==> config.mk <==
export PLATFORM = sky130hd
export DESIGN_NAME = axi_lite_arbiter
export DESIGN_NICKNAME = d
export VERILOG_FILES = /design/src/rtl/axi_lite_arbiter.sv
export SDC_FILE = /design/constraint.sdc
export NUM_CORES = 1
export LEC_CHECK = 0
export CORE_ASPECT_RATIO = 1.75
export CORE_MARGIN = 5
export CORE_UTILIZATION = 30
export CTS_BUF_LIST = sky130_fd_sc_hd__clkbuf_16
export DETAILED_ROUTE_END_ITERATION = 8
export GPL_ROUTABILITY_DRIVEN = 0
export PLACE_DENSITY = 0.69
export SKIP_CTS_REPAIR_TIMING = 1
export SYNTH_ARGS = -nofsm -noshare
export SYNTH_HDL_FRONTEND = slang
export SYNTH_SLANG_ARGS = --single-unit
export TNS_END_PERCENT = 1
==> constraint.sdc <==
create_clock -name clk -period 2.5 [get_ports clk]
set_input_delay 0.5 -clock clk [delete_from_list [all_inputs] [get_ports clk]]
set_output_delay 0.5 -clock clk [all_outputs]
set_load 0.05 [all_outputs]
==> src/rtl/axi_lite_arbiter.sv <==
// -----------------------------------------------------------------------------
// axi_lite_arbiter
//
// Shares one AXI4-Lite master bus between two requesters: instruction fetch on
// port 0 and load/store on port 1. Ports are granted round-robin. Exactly one
// read or write runs to completion before the next grant.
//
// Ports
//   clk, rst              rising-edge clock, synchronous active-high reset
//   pN_req                level request, held until pN_done
//   pN_we                 1 = write, 0 = read
//   pN_addr/wdata/wstrb   transaction address, write data and byte strobes
//   pN_rdata              last read data for port N, held until its next done
//   pN_done               one-cycle completion pulse
//   pN_err                valid with done, set when rresp/bresp is not OKAY
//   axi_*                 AXI4-Lite master channels AR, R, AW, W, B
//
// Every output comes straight from a flop. No AXI input reaches an output
// through combinational logic.
// -----------------------------------------------------------------------------
module axi_lite_arbiter (
    input  logic        clk,
    input  logic        rst,

    input  logic        p0_req,
    input  logic        p0_we,
    input  logic [31:0] p0_addr,
    input  logic [31:0] p0_wdata,
    input  logic [3:0]  p0_wstrb,
    output logic [31:0] p0_rdata,
    output logic        p0_done,
    output logic        p0_err,

    input  logic        p1_req,
    input  logic        p1_we,
    input  logic [31:0] p1_addr,
    input  logic [31:0] p1_wdata,
    input  logic [3:0]  p1_wstrb,
    output logic [31:0] p1_rdata,
    output logic        p1_done,
    output logic        p1_err,

    output logic [31:0] axi_araddr,
    output logic        axi_arvalid,
    input  logic        axi_arready,
    input  logic [31:0] axi_rdata,
    input  logic [1:0]  axi_rresp,
    input  logic        axi_rvalid,
    output logic        axi_rready,
    output logic [31:0] axi_awaddr,
    output logic        axi_awvalid,
    input  logic        axi_awready,
    output logic [31:0] axi_wdata,
    output logic [3:0]  axi_wstrb,
    output logic        axi_wvalid,
    input  logic        axi_wready,
    input  logic [1:0]  axi_bresp,
    input  logic        axi_bvalid,
    output logic        axi_bready
);

    typedef enum logic [2:0] {IDLE, RADDR, RDATA, WRITE, WRESP, DONE} state_t;

    state_t      state_q, state_d;
    logic        grant_q, grant_d;            // port being served
    logic        last_grant_q, last_grant_d;  // port served most recently
    logic        win;                         // port picked in IDLE

    logic [31:0] araddr_q, araddr_d;
    logic [31:0] awaddr_q, awaddr_d;
    logic [31:0] wdata_q, wdata_d;
    logic [3:0]  wstrb_q, wstrb_d;
    logic        arvalid_q, arvalid_d;
    logic        rready_q, rready_d;
    logic        awvalid_q, awvalid_d;
    logic        wvalid_q, wvalid_d;
    logic        bready_q, bready_d;

    logic [31:0] p0_rdata_q, p0_rdata_d;
    logic [31:0] p1_rdata_q, p1_rdata_d;
    logic        p0_done_q, p0_done_d;
    logic        p1_done_q, p1_done_d;
    logic        p0_err_q, p0_err_d;
    logic        p1_err_q, p1_err_d;

    always_comb begin
        // NOTE: every signal gets its held value first, so no path through
        // the case statement leaves one unassigned and no latch is inferred.
        state_d      = state_q;
        grant_d      = grant_q;
        last_grant_d = last_grant_q;
        win          = 1'b0;
        araddr_d     = araddr_q;
        awaddr_d     = awaddr_q;
        wdata_d      = wdata_q;
        wstrb_d      = wstrb_q;
        arvalid_d    = arvalid_q;
        rready_d     = rready_q;
        awvalid_d    = awvalid_q;
        wvalid_d     = wvalid_q;
        bready_d     = bready_q;
        p0_rdata_d   = p0_rdata_q;
        p1_rdata_d   = p1_rdata_q;
        p0_err_d     = p0_err_q;
        p1_err_d     = p1_err_q;
        p0_done_d    = 1'b0;
        p1_done_d    = 1'b0;

        case (state_q)
            IDLE: begin
                if (p0_req || p1_req) begin
                    // On a tie the port that was not served last wins.
                    win          = (p0_req && p1_req) ? ~last_grant_q : p1_req;
                    grant_d      = win;
                    last_grant_d = win;
                    if (win ? p1_we : p0_we) begin
                        awaddr_d  = win ? p1_addr  : p0_addr;
                        wdata_d   = win ? p1_wdata : p0_wdata;
                        wstrb_d   = win ? p1_wstrb : p0_wstrb;
                        awvalid_d = 1'b1;
                        wvalid_d  = 1'b1;
                        state_d   = WRITE;
                    end else begin
                        araddr_d  = win ? p1_addr : p0_addr;
                        arvalid_d = 1'b1;
                        state_d   = RADDR;
                    end
                end
            end

            RADDR: begin
                if (axi_arready) begin
                    arvalid_d = 1'b0;
                    rready_d  = 1'b1;
                    state_d   = RDATA;
                end
            end

            RDATA: begin
                if (axi_rvalid) begin
                    rready_d = 1'b0;
                    state_d  = DONE;
                    if (grant_q) begin
                        p1_rdata_d = axi_rdata;
                        p1_err_d   = |axi_rresp;
                        p1_done_d  = 1'b1;
                    end else begin
                        p0_rdata_d = axi_rdata;
                        p0_err_d   = |axi_rresp;
                        p0_done_d  = 1'b1;
                    end
                end
            end

            WRITE: begin
                // AW and W complete independently; a channel whose valid is
                // already low has finished its handshake.
                if (axi_awready) awvalid_d = 1'b0;
                if (axi_wready)  wvalid_d  = 1'b0;
                if ((!awvalid_q || axi_awready) && (!wvalid_q || axi_wready)) begin
                    bready_d = 1'b1;
                    state_d  = WRESP;
                end
            end

            WRESP: begin
                if (axi_bvalid) begin
                    bready_d = 1'b0;
                    state_d  = DONE;
                    if (grant_q) begin
                        p1_err_d  = |axi_bresp;
                        p1_done_d = 1'b1;
                    end else begin
                        p0_err_d  = |axi_bresp;
                        p0_done_d = 1'b1;
                    end
                end
            end

            DONE:    state_d = IDLE;

            default: state_d = IDLE;
        endcase
    end

    // NOTE: non-blocking assignments make every flop take its pre-edge _d
    // value at the same instant, independent of statement order.
    always_ff @(posedge clk) begin
        if (rst) begin
            state_q      <= IDLE;
            grant_q      <= 1'b0;
            last_grant_q <= 1'b1;   // port 0 wins the first tie
            araddr_q     <= '0;
            awaddr_q     <= '0;
            wdata_q      <= '0;
            wstrb_q      <= '0;
            arvalid_q    <= 1'b0;
            rready_q     <= 1'b0;
            awvalid_q    <= 1'b0;
            wvalid_q     <= 1'b0;
            bready_q     <= 1'b0;
            p0_rdata_q   <= '0;
            p1_rdata_q   <= '0;
            p0_done_q    <= 1'b0;
            p1_done_q    <= 1'b0;
            p0_err_q     <= 1'b0;
            p1_err_q     <= 1'b0;
        end else begin
            state_q      <= state_d;
            grant_q      <= grant_d;
            last_grant_q <= last_grant_d;
            araddr_q     <= araddr_d;
            awaddr_q     <= awaddr_d;
            wdata_q      <= wdata_d;
            wstrb_q      <= wstrb_d;
            arvalid_q    <= arvalid_d;
            rready_q     <= rready_d;
            awvalid_q    <= awvalid_d;
            wvalid_q     <= wvalid_d;
            bready_q     <= bready_d;
            p0_rdata_q   <= p0_rdata_d;
            p1_rdata_q   <= p1_rdata_d;
            p0_done_q    <= p0_done_d;
            p1_done_q    <= p1_done_d;
            p0_err_q     <= p0_err_d;
            p1_err_q     <= p1_err_d;
        end
    end

    assign axi_araddr  = araddr_q;
    assign axi_arvalid = arvalid_q;
    assign axi_rready  = rready_q;
    assign axi_awaddr  = awaddr_q;
    assign axi_awvalid = awvalid_q;
    assign axi_wdata   = wdata_q;
    assign axi_wstrb   = wstrb_q;
    assign axi_wvalid  = wvalid_q;
    assign axi_bready  = bready_q;
    assign p0_rdata    = p0_rdata_q;
    assign p1_rdata    = p1_rdata_q;
    assign p0_done     = p0_done_q;
    assign p1_done     = p1_done_q;
    assign p0_err      = p0_err_q;
    assign p1_err      = p1_err_q;

endmodule

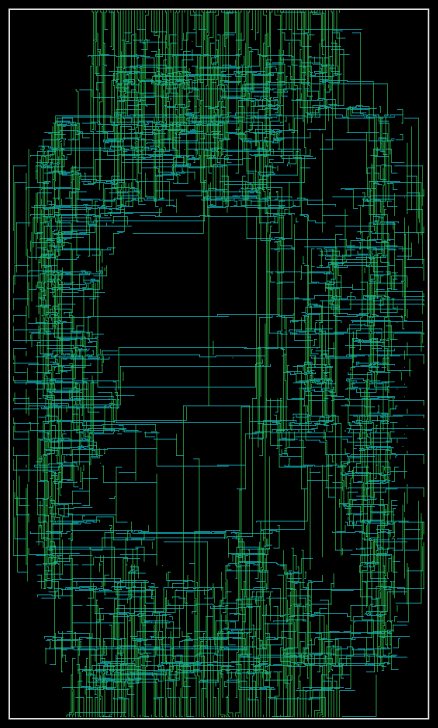
Run 1: signal wires by layer
Only two layers are drawn.
green -> met2  # wire length 17000 µm
cyan -> met1  # wire length 11500 µm

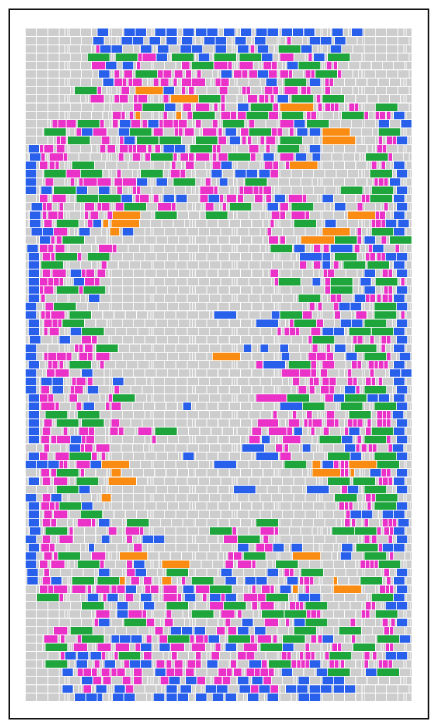
Run 1: cell classes on the final placement
Fill, decap, tap and diode cells in grey.
magenta -> all other logic  # cells 733, share of their area 36%
green -> flip-flops  # cells 178, share of their area 29%
orange -> clock drivers and dummy loads  # cells 32, share of their area 4.7%
blue -> other buffers and delay cells  # cells 383, share of their area 31%
fraction of standard cell area that is sequential: 27.5%
final std cell area, no fill: 13000 µm²
FP Rows: 81

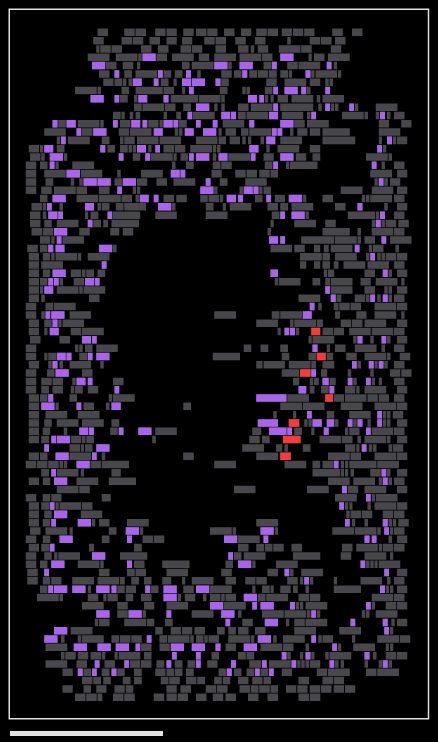
Run 1: gate families picked out
Bar = 50 µm.
red -> AND-OR and OR-AND gates  # cells 7
purple -> inverting AOI/OAI gates  # cells 284, most used a21oi_1, where all over the die

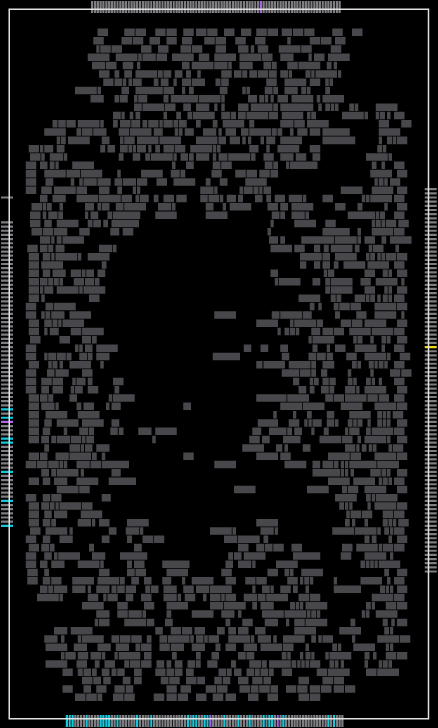
Run 1: pin placement
Pins as bars across the die edge, other pins in grey.
yellow -> axi_awvalid  # pins 1, direction output, edge right
purple -> p1_wstrb  # pins 4, direction input, edge 2 bottom, 1 top, 1 left
cyan -> axi_wdata  # pins 32, direction output, edge 25 bottom, 7 left
all pins by edge = 99 bottom, 93 right, 89 top, 75 left

[run 1: cell families after synthesis]
family / synth area share, %
buffers and inverters: 8.69
flip-flops: 42.3
multiplexers: 0.238
AND-OR/OR-AND: 25.7
AND/OR/NAND/NOR: 23.1
[run 1: flip-flops by register name (all words and copies together), names as in the netlist]
register      flops
axi_bready        1
state_q           3
axi_rready        1
axi_awaddr       32
p1_err            1
axi_araddr       32
last_grant_q      1
axi_arvalid       1
p0_rdata         32
axi_wstrb         4
p1_rdata         32
p0_done           1
axi_awvalid       1
grant_q           1
p1_done           1
p0_err            1
axi_wvalid        1
axi_wdata        32
[run 1: worst max path at each step]
stage	start	end
after global placement	p0_req	axi_araddr[16]$_SDFFE_PP0P_
after detailed placement	p0_req	axi_wdata[5]$_SDFFE_PP0P_
after CTS	axi_awaddr[21]$_SDFFE_PP0P_	axi_awaddr[21]
final	axi_araddr[18]$_SDFFE_PP0P_	axi_araddr[18]
after global routing	axi_awaddr[21]$_SDFFE_PP0P_	axi_awaddr[21]
after floorplan	p0_we	axi_awaddr[10]$_SDFFE_PP0P_
[run 1: cell type report]
type | count | area, µm² | share of cell area (%)
Clock buffer | 17 | 425 | 3.28
Clock inverter | 15 | 165 | 1.27
Tap cell | 373 | 467 | 3.60
Sequential cell | 178 | 3560 | 27.5
Multi-Input combinational cell | 659 | 4170 | 32.1
Inverter | 74 | 278 | 2.14
Antenna cell | 2 | 5.00 | 0.0386
Timing Repair Buffer | 383 | 3890 | 30.0
[run 1: power by group through the flow]
stage | clock [mW] | combinational [mW] | sequential, mW
floorplan | 0 | 1.46 | 4.80
detailed placement | 0 | 4.34 | 3.55
finish | 2.72 | 4.31 | 3.49
global route | 2.93 | 4.54 | 3.54
global placement | 0 | 4.30 | 3.55
CTS | 2.81 | 4.35 | 3.49
[run 1: worst reg2reg max path: cells and delay by family, from the launching register on]
kind,cells,cell delay (ns)
buffers and inverters,2,0.52
DFF,1,0.47
and+or+nand+nor,2,0.54
AOI/OAI and AO/OA,1,0.15
[run 1: per-layer routing]
metal / global-route usage [%] / vias up / part of all wire (%)
met2: 35.6 / 307 / 54
met1: 20.4 / 4008 / 36
met4: 8.80 / 0 / 3.7
met5: 0 / - / 0
met3: 4.18 / 57 / 5.6
li1: - / 4090 / -
==> ci_impl_report.md, run 1 <==
### Yosys + OpenROAD results

| Metric | Value |
|---|---|
| Outcome | finished, final reports clean |
| Net switching power | between 4 and 5 mW |
| First-pass GRT wire length | between 40000 and 50000 µm |
| Number of vias per cell after detailed routing | about 5.0 |
| Reg power frac | between 30 and 40% |
| Top logic cell by instance count in the layout | sky130_fd_sc_hd__clkdlybuf4s50_1 |
| WHS Endpoint | p1_rdata[1]$_SDFFE_PP0P_ |
| Dominant register cell in the synthesized netlist | sky130_fd_sc_hd__dfxtp_1 |
| Final-report max-slew violation count | 0 |
| Post-route non-filler standard cell count | between 1500 and 2000 |
| Post-route core utilization | around 47% |
| Worst hold-check slack | around 0.45 ns |
| Worst-case register-to-register setup slack | just under 0.7 ns |
| Share of the yosys chip area belonging to registers | a little over two fifths |
| CTS Sinks | 178 |
| Aggregate negative setup slack | 0 ns |
| Total wirelength of the detailed-routed design | ~31000 µm |
| Number of failing setup endpoints in the final timing report | 0 |
| Count of port buffers added during placement | 355 |
| Placed cell area | between 10000 and 15000 µm² |
| Most numerous cell in the Yosys netlist | sky130_fd_sc_hd__nand2_1 |
| Path class of the lowest-slack min-delay path | reg2reg |
| Maximum number of pins on one net before global-route repair | about 100 |
| Yosys synthesis chip area | about 8400 µm² |
| Critical path's top delay family | buffers and inverters |
| Number of synthesized register bits | about 180 |
| Worst slew margin relative to its limit | 58.6% |
| Number of warnings reported in the yosys synthesis log | 0 |
| Top area cell types | sky130_fd_sc_hd__dfxtp_1, sky130_fd_sc_hd__nand3b_1, sky130_fd_sc_hd__a21oi_1, sky130_fd_sc_hd__a211oi_2, sky130_fd_sc_hd__nand2_1 |
| Iteration count of the initial detailed-routing pass | 5 |
| Cell count of the worst reg-to-reg path | 5 |
| Library cell used as clock root buffer | sky130_fd_sc_hd__clkbuf_16 |
| Leakage power figure | around 4.3 nW |
| VDD IR-drop max | 0.520 mV |
| # Cells Yosys | about 1000 |
| Number of global-route vias before repair | between 8000 and 9000 |
| Fill count | 2703 |
| Proportion of power drawn by the clock network | between 20 and 30% |
| Final HPWL DP | about 23000 µm |
| Cell with the largest stage delay on the worst path | sky130_fd_sc_hd__clkdlybuf4s50_1 |
| Area grow syn2layout | 53.8% |
| Final antenna-violating net count | 0 |
| Crit path max fanout | 2 |
| Fraction of final layout cells with drive strength greater than 1 | 10.6% |
| Hold wc startpoint | p1_rdata[1]$_SDFFE_PP0P_ |
| Share of async-settable or async-resettable flops after synthesis | 0% |
| Relative contribution of combinational cells to total power | 40.9% |
| Most common logic cells in the final layout | sky130_fd_sc_hd__clkdlybuf4s50_1, sky130_fd_sc_hd__nand2_1, sky130_fd_sc_hd__dfxtp_1, sky130_fd_sc_hd__a21oi_1, sky130_fd_sc_hd__nand3b_1 |
| Congestion Overflow GR | 0 |
| Worst r2r src | state_q[1]$_SDFFE_PP0P_ |
| Total power consumption of the routed design | 10.5 mW |
| Final hold viol count | 0 |
| P per Cell Area | slightly above 800 nW/µm² |
| Synth Net Count | 1194 |
| Initial antenna violation count | 2 |
| H-tree depth reported by CTS | 4 |
| CTS max path bufs | 2 |
| Most frequent cells after synthesis | sky130_fd_sc_hd__nand2_1, sky130_fd_sc_hd__dfxtp_1, sky130_fd_sc_hd__a21oi_1, sky130_fd_sc_hd__nand3b_1, sky130_fd_sc_hd__inv_1 |
| Max-cap violation count | 0 |
| Area of the core region | 27900 µm² |
| Transition time at the pin with the least slew margin | 0.619 ns |
| Via Count | approximately 8500 |
| Average instance area after synthesis | about 8.3 µm² |
| Worst Clk Skew | 0.00567 ns |
| Worst-path cell chain | clkdlybuf4s50_1 |
| Crit path DRT | roughly 2.0 ns |
| TritonCTS clock tree | done |
| Path length in cells of the critical path | 1 |
| Area of the mapped netlist | around 8400 µm² |
| Reg2reg end | axi_araddr[3]$_SDFFE_PP0P_ |
| Synth area leader | sky130_fd_sc_hd__dfxtp_1 |
| Overall chip area | approximately 32000 µm² |
| Overall die width | roughly 140 µm |
| Data arrival time of the critical path | between 1.5 and 2 ns |
| Share of the synthesized area in the top cell type | a little over two fifths |
| Worst hold stages | 2 |
| Floorplan-stage core utilization | between 30% and 40% |
Run 1, clock nets:
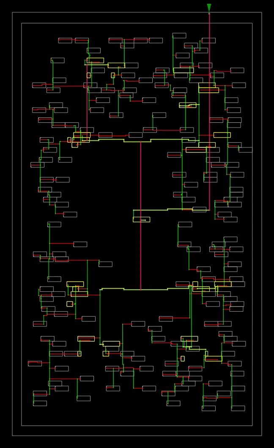

--- run 2 (diff from run 1) ---
MAX_ROUTING_LAYER = met4   (was unset)
clock period = 2.1 ns   (was 2.5 ns; I/O delays follow)
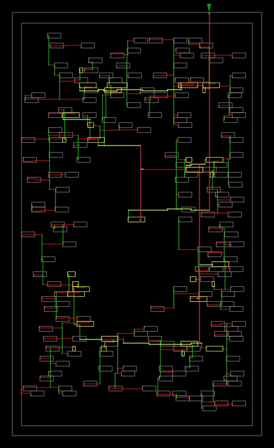
Run 2: clock nets
Worst Clk Skew: 0.0145 ns
registers: 178
Inserted Clock Buffers: 17
CTS Sinks: 178

==> ci_impl_report.md, run 2 <==
### Yosys + OpenROAD results

| Metric | Value |
|---|---|
| Outcome | finished, final reports clean |
| Clock network latency to the later pin of the worst-skew pair | 0.45 ns |
| Congestion Overflow GR | 0 (unchanged) |
| Total DRC errors in the routed layout | 0 |
| Maximum number of pins on one net before global-route repair | 71 (-30%) |
| Critical path's top delay family | buffers and inverters |
| Crit path max fanout | 2 (unchanged) |
| Share of async-settable or async-resettable flops after synthesis | 0% (unchanged) |
| Most numerous cell in the Yosys netlist | sky130_fd_sc_hd__nand2_1 |
| Overall chip area | 31700 µm² (unchanged) |
| Count of port buffers added during placement | 355 (unchanged) |
| Post-route non-filler standard cell count | 1708 (+0.41%) |
| Synth area leader | sky130_fd_sc_hd__dfxtp_1 |
| Iteration count of the initial detailed-routing pass | 5 (unchanged) |
| Most frequent cells after synthesis | sky130_fd_sc_hd__nand2_1, sky130_fd_sc_hd__dfxtp_1, sky130_fd_sc_hd__a21oi_1, sky130_fd_sc_hd__nand3b_1, sky130_fd_sc_hd__inv_1 |
| Overall die width | 137 µm (unchanged) |
| Leakage power figure | 4.64 nW (+8.1%) |
| Cell with the largest stage delay on the worst path | sky130_fd_sc_hd__clkdlybuf4s50_1 |
| Via Count | 8505 (+0.51%) |
| First-pass GRT wire length | 47100 µm (-0.25%) |
| Data arrival time of the critical path | 1.63 ns (-0.02 ns) |
| Top area cell types | sky130_fd_sc_hd__dfxtp_1, sky130_fd_sc_hd__nand3b_1, sky130_fd_sc_hd__a21oi_1, sky130_fd_sc_hd__a211oi_2, sky130_fd_sc_hd__nand2_1 |
| Area of the core region | 27900 µm² (unchanged) |
| Dominant register cell in the synthesized netlist | sky130_fd_sc_hd__dfxtp_1 |
| Total power consumption of the routed design | 12.3 mW (+17%) |
| Synth Net Count | 1194 (unchanged) |
| Area of the mapped netlist | 8430 µm² (unchanged) |
| Cell count of the worst reg-to-reg path | 5 (unchanged) |
| Most common logic cells in the final layout | sky130_fd_sc_hd__clkdlybuf4s50_1, sky130_fd_sc_hd__nand2_1, sky130_fd_sc_hd__dfxtp_1, sky130_fd_sc_hd__a21oi_1, sky130_fd_sc_hd__nand3b_1 |
| Tool Warnings | 26 |
| Distinct cell type count of the synthesized netlist | 39 |
| Number of failing setup endpoints in the final timing report | 0 (unchanged) |
| Max incr delay on CP | 0.82 ns |
| Crit path DRT | 1.68 ns (-0.32 ns) |
| Path length in cells of the critical path | 1 (unchanged) |
| Fill count | 2719 (+0.59%) |
| Area grow syn2layout | 55.3% |
| Transition time at the pin with the least slew margin | 0.657 ns (+0.0378 ns) |
| H-tree depth reported by CTS | 4 (unchanged) |
| Yosys synthesis chip area | 8430 µm² (unchanged) |
| Floorplan-stage core utilization | 30.2% (unchanged) |
| Number of warnings reported in the yosys synthesis log | 0 (unchanged) |
| Initial antenna violation count | 1 (-1) |
| Average instance area after synthesis | 8.34 µm² (unchanged) |
| VDD IR-drop max | 0.540 mV (+3.9%) |
| Synth Instances | slightly above 1000 |
| Number of global-route vias before repair | 8419 (+0.73%) |
| Aggregate negative setup slack | 0 ns (unchanged) |
| Worst-case register-to-register setup slack | 0.31 ns (-0.38 ns) |
| Number of synthesized register bits | 178 (unchanged) |
| Share of the yosys chip area belonging to registers | 42.3% (unchanged) |
| Worst slew margin relative to its limit | 56.2% (-2.4 points) |
| Max-cap violation count | 0 (unchanged) |
| Final hold viol count | 0 (unchanged) |
| Total wirelength of the detailed-routed design | 31100 µm (-1.2%) |
| Final-report max-slew violation count | 0 (unchanged) |
| Worst-path cell chain | clkdlybuf4s50_1 |
| Post-layout worst setup margin | approximately 0.052 ns |
| FP Rows | 81 (unchanged) |
| P per Cell Area | 939 nW/µm² (+16%) |
| Final HPWL DP | 22500 µm (-0.92%) |
| Worst hold stages | 2 (unchanged) |
| Top logic cell by instance count in the layout | sky130_fd_sc_hd__clkdlybuf4s50_1 |
| Library cell used as clock root buffer | sky130_fd_sc_hd__clkbuf_16 |
| Path class of the lowest-slack min-delay path | in2reg |
| TritonCTS clock tree | done |
| Number of vias per cell after detailed routing | 4.98 (about the same) |
| Fraction of final layout cells with drive strength greater than 1 | 11.3% (+0.76 points) |
| # Cells Yosys | 1011 (unchanged) |
| CTS max path bufs | 2 (unchanged) |
| Final antenna-violating net count | 0 (unchanged) |
| Share of the synthesized area in the top cell type | 42.3% (unchanged) |
==> run 2: report_power, final <==
| part | internal [mW] | leakage [nW] | switching, mW |
|---|---|---|---|
| sequential | 3.85 | 1.45 | 0.295 |
| clock | 1.62 | 0.270 | 1.39 |
| combinational | 1.87 | 2.92 | 3.27 |
==> run 2: path summary, 6_finish.rpt <==
| check | to | from |
|---|---|---|
| max | axi_araddr[17] | axi_araddr[17]$_SDFFE_PP0P_ |
| min reg2reg | p0_rdata[11]$_SDFFE_PP0P_ | p0_rdata[11]$_SDFFE_PP0P_ |
| min | p1_rdata[9]$_SDFFE_PP0P_ | rst |
| max reg2reg | axi_awaddr[17]$_SDFFE_PP0P_ | state_q[2]$_SDFFE_PP0P_ |
==> run 2: final cells by class <==
| class | count | area [µm²] | share of cell area (%) |
|---|---|---|---|
| Tap cell | 373 | 467 | 3.57 |
| Clock buffer | 17 | 425 | 3.25 |
| Antenna cell | 1 | 2.50 | 0.0191 |
| Inverter | 74 | 278 | 2.12 |
| Timing Repair Buffer | 391 | 4070 | 31.1 |
| Clock inverter | 15 | 118 | 0.898 |
| Multi-Input combinational cell | 659 | 4170 | 31.8 |
| Sequential cell | 178 | 3560 | 27.2 |
==> run 2: metal layers <==
layer  up-vias  global-route usage (%)  part of all wire (%)
li1       4104                       -                     -
met1      4007                    20.2                    36
met2       341                    35.6                    54
met3        53                    4.23                   6.1
met4         0                    8.35                   3.5
met5         -                       -                     0
==> run 2: cells by family after synthesis <==
group	share of synthesized area [%]
flip-flops	42.3
buffers and inverters	8.69
AND-OR/OR-AND	25.7
AND/OR/NAND/NOR	23.1
multiplexers	0.238
==> run 2: metrics by stage <==
stage	util, %	instance area [µm²]	hold slack, ns
after CTS	46.8	13000	0.447
after global placement	44.8	12500	0.442
after global routing	47.0	13100	0.464
after detailed placement	44.8	12500	0.446
after floorplan	-	8430	0.489
final	47.0	13100	0.450
--- run 3 (diff from run 2) ---
PLACE_DENSITY = 0.71   (was 0.69)
clock period = 1.7 ns   (was 2.1 ns; I/O delays follow)
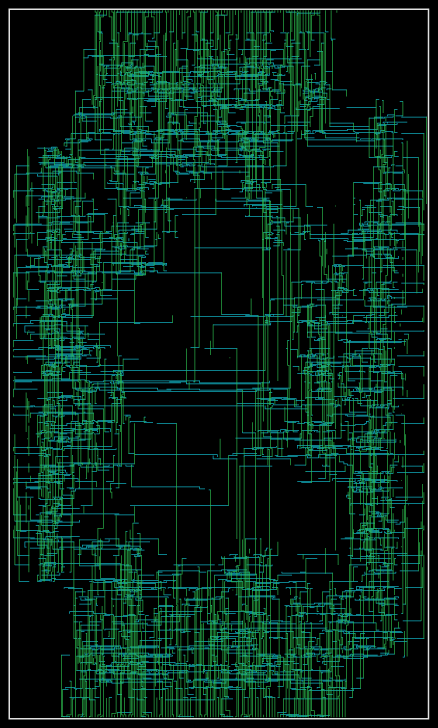
Run 3: signal wires by layer
Only two layers are drawn.
global-route usage over all layers: 19.8%
Via Count: 8623
total wirelength of the detailed-routed design: 31400 µm
post-DR wirelength/cell: 18.2 µm

==> ci_impl_report.md, run 3 <==
### Yosys + OpenROAD results

| Metric | Value |
|---|---|
| Worst Clk Skew | 0.00783 ns (-0.00665 ns) |
| Max-cap violation count | 0 (unchanged) |
| Yosys synthesis chip area | 8430 µm² (unchanged) |
| VDD IR-drop max | 0.727 mV (+35%) |
| Dominant register cell in the synthesized netlist | sky130_fd_sc_hd__dfxtp_1 |
| Fraction of final layout cells with drive strength greater than 1 | 25.6% (+14 points) |
| Congestion Overflow GR | 0 (unchanged) |
| Post-CTS clock slew at the launch and capture registers of the worst setup and hold paths | about 0.070 ns |
| Boundary pin count | ~360 |
| Initial DRC count | 361 |
| Share of async-settable or async-resettable flops after synthesis | 0% (unchanged) |
| Area grow syn2layout | 53.4% |
| Initial antenna violation count | 4 (+3) |
| Register Area | 3570 µm² (+0.14%) |
| Type of origin of the critical path | input port |
| Cell with the largest stage delay on the worst path | sky130_fd_sc_hd__clkdlybuf4s50_1 |
| Cell count of the worst reg-to-reg path | 5 (unchanged) |
| Final HPWL DP | 23200 µm (+3.2%) |
| Most frequent cells after synthesis | sky130_fd_sc_hd__nand2_1, sky130_fd_sc_hd__dfxtp_1, sky130_fd_sc_hd__a21oi_1, sky130_fd_sc_hd__nand3b_1, sky130_fd_sc_hd__inv_1 |
| Leakage power figure | 4.82 nW (+3.7%) |
| Number of warnings reported in the yosys synthesis log | 0 (unchanged) |
| Fill count | 2705 (-0.51%) |
| Worst-case register-to-register setup slack | 0.10 ns (-0.21 ns) |
| Post-synthesis share of cell area spent on and-or and or-and gates | 25.7% (unchanged) |
| Most numerous cell in the Yosys netlist | sky130_fd_sc_hd__nand2_1 |
| First-pass GRT wire length | 47400 µm (+0.71%) |
| Iteration count of the initial detailed-routing pass | 6 (+1) |
| Most common logic cells in the final layout | sky130_fd_sc_hd__buf_4, sky130_fd_sc_hd__nand2_1, sky130_fd_sc_hd__clkdlybuf4s50_1, sky130_fd_sc_hd__dfxtp_1, sky130_fd_sc_hd__a21oi_1 |
| Net count of the finished layout | between 1500 and 2000 |
| Path class of the lowest-slack min-delay path | in2reg |
| Clock period minus final worst setup slack | 1.65 ns |
| Outcome | finished, final reports clean |
| Library cell used as clock root buffer | sky130_fd_sc_hd__clkbuf_16 |
| Worst r2r src | state_q[2]$_SDFFE_PP0P_ |
| Distinct cell type count of the synthesized netlist | 39 (unchanged) |
| Clock network latency to the later pin of the worst-skew pair | 0.44 ns (about the same) |
| P per Cell Area | 1200 nW/µm² (+28%) |
| Final std cell area, no fill | 12900 µm² (-1.2%) |
| Die Height | 232 µm |
| Simple-Gate Area Share | 23.1% (unchanged) |
| Area of the mapped netlist | 8430 µm² (unchanged) |
| Synth Net Count | 1194 (unchanged) |
| Reg2reg end | axi_awaddr[28]$_SDFFE_PP0P_ |
| Number of synthesized register bits | 178 (unchanged) |
| Final hold viol count | 0 (unchanged) |
| Post-layout worst setup margin | 0.0509 ns (-0.00122 ns) |
| Tool Warnings | 27 (+3.8%) |
| Max incr delay on CP | 0.46 ns (-0.36 ns) |
| Crit end category | register |
| Crit path capture | axi_wdata[11]$_SDFFE_PP0P_ |
| Area fraction in full adders, half adders and majority gates | 0% (unchanged) |
| # Cells Yosys | 1011 (unchanged) |
| TritonCTS clock tree | done |
| Share of the synthesized area in the top cell type | 42.3% (unchanged) |
| CTS Sinks | 178 (unchanged) |
| Path length in cells of the critical path | 7 (+6) |
| Fmax | slightly above 0.6 GHz |
| FP Rows | 81 (unchanged) |
| Synth Instances | 1011 (unchanged) |
| Number of failing setup endpoints in the final timing report | 0 (unchanged) |
| Dpl ws | -0.407 ns |
| Overall chip area | 31700 µm² (unchanged) |
| Overall die width | 137 µm (unchanged) |
| Parity-gate share of the synthesized area counting xor and xnor cells | 0% (unchanged) |
| Top logic cell by instance count in the layout | sky130_fd_sc_hd__buf_4 |
| Total DRC errors in the routed layout | 0 (unchanged) |
| Category of the critical setup timing path | in2reg |
| H-tree depth reported by CTS | 4 (unchanged) |
| Worst slew margin relative to its limit | 72.3% (+16 points) |
| Post-synth tally of flip-flops with integrated enable | 0 |
| Number of global-route vias before repair | 8649 (+2.7%) |
| Critical path's top delay family | buffers and inverters |
| Post-route core utilization | 46.4% (-0.57 points) |
| Top area cell types | sky130_fd_sc_hd__dfxtp_1, sky130_fd_sc_hd__nand3b_1, sky130_fd_sc_hd__a21oi_1, sky130_fd_sc_hd__a211oi_2, sky130_fd_sc_hd__nand2_1 |
| RSZ-0062 raised after global routing | yes |
| Worst Setup SP | p0_req |
| Main kind of combinational logic by area | AND-OR/OR-AND gates |
| Average instance area after synthesis | 8.34 µm² (unchanged) |
| Data arrival time of the critical path | 1.96 ns (+0.33 ns) |
| Crit path DRT | 2.01 ns (+0.33 ns) |
| Share of the cycle needed by the critical path after routing | 97.0% |
| Combined buffer and inverter count along the critical path | 3 |
| Final antenna-violating net count | 0 (unchanged) |
| Area of the multi-input gates | 4170 µm² (about the same) |
| Number of vias per cell after detailed routing | 4.98 (about the same) |
| Worst hold stages | 2 (unchanged) |
| Transition time at the pin with the least slew margin | 0.414 ns (-0.243 ns) |
| Worst hold-check slack | 0.294 ns (-0.156 ns) |
| Worst-path cell chain | clkdlybuf4s50_1 > buf_4 > a21boi_4 > mux2i_2 > or2_4 > buf_12 > a211oi_2 |
| Placed cell area | 12300 µm² (-1.5%) |
| Share of the yosys chip area belonging to registers | 42.3% (unchanged) |
| Count of port buffers added during placement | 355 (unchanged) |
| Crit path max fanout | 26 (+24) |
| Final-report max-slew violation count | 0 (unchanged) |
| CTS max path bufs | 2 (unchanged) |
| Synth area leader | sky130_fd_sc_hd__dfxtp_1 |
| Multiplexer share of the synthesized area | 0.238% (unchanged) |
| Floorplan-stage core utilization | 30.2% (unchanged) |
| Area of the core region | 27900 µm² (unchanged) |
| Maximum number of pins on one net before global-route repair | 44 (-38%) |
| Inserted Clock Buffers | 17 (unchanged) |
run 3: netlist changes by cell type in the layout (fill, tap and decap cells not counted), sizes merged:
cell           before  now
inv                78   81
buf                45  232
bufinv              1    2
clkinv              9    4
diode               1    4
clkdlybuf4s50     328  178
clkinvlp            1    2
dlymetal6s2s       18    1
run 3: kinds of logic after synthesis:
logic type	count (synthesis)
flops	178
mux	2
buf+inv	174
compound gates	291
simple gates	366
run 3: layout make-up:
type | instances | area share, %
diodes | 4 | 0.0774
clock buffers | 17 | 3.29
clock inverters | 15 | 1.34
inverters | 74 | 2.15
multi-input cells | 659 | 32.3
flip-flops and latches | 178 | 27.6
well taps | 373 | 3.61
repair buffers | 411 | 29.7
run 3: layer usage:
layer  GRT usage, %  share of wire, %  vias up
li1               -                 -     4153
met1           19.8                36     4089
met2           36.0                54      317
met3           4.25               6.2       64
met4           9.02               3.8        0
met5              -                 0        -
run 3: power by group:
part,total (mW),switching (mW),internal [mW]
clock network,4.03,1.82,2.21
registers,5.14,0.377,4.76
logic,6.39,4.10,2.28
total,15.6,6.30,9.26
run 3: how the worst min path moves through the flow:
stage | slack, ns | to | from
floorplan | 0.48 | p1_rdata[0]$_SDFFE_PP0P_ | axi_rdata[0]
global placement | 0.44 | p1_rdata[16]$_SDFFE_PP0P_ | p1_rdata[16]$_SDFFE_PP0P_
detailed placement | 0.45 | p1_rdata[30]$_SDFFE_PP0P_ | p1_rdata[30]$_SDFFE_PP0P_
CTS | 0.27 | state_q[0]$_SDFFE_PP0P_ | rst
global route | 0.29 | state_q[0]$_SDFFE_PP0P_ | rst
finish | 0.29 | state_q[0]$_SDFFE_PP0P_ | rst
run 3: through the flow:
| stage | total power [mW] | setup TNS (ns) | cells |
|---|---|---|---|
| 2_1_floorplan | 9.20 | 0 | 1011 |
| 3_3_place_gp | 11.6 | -42.30 | 1695 |
| 3_5_place_dp | 11.7 | -49.02 | 1695 |
| 4_1_cts | 15.7 | 0 | 1727 |
| 5_1_grt | 16.3 | -0.00438 | 1731 |
| 6_report | 15.6 | 0 | 1731 |
Power figures rest on the tool's default switching activity, not on a simulated workload.
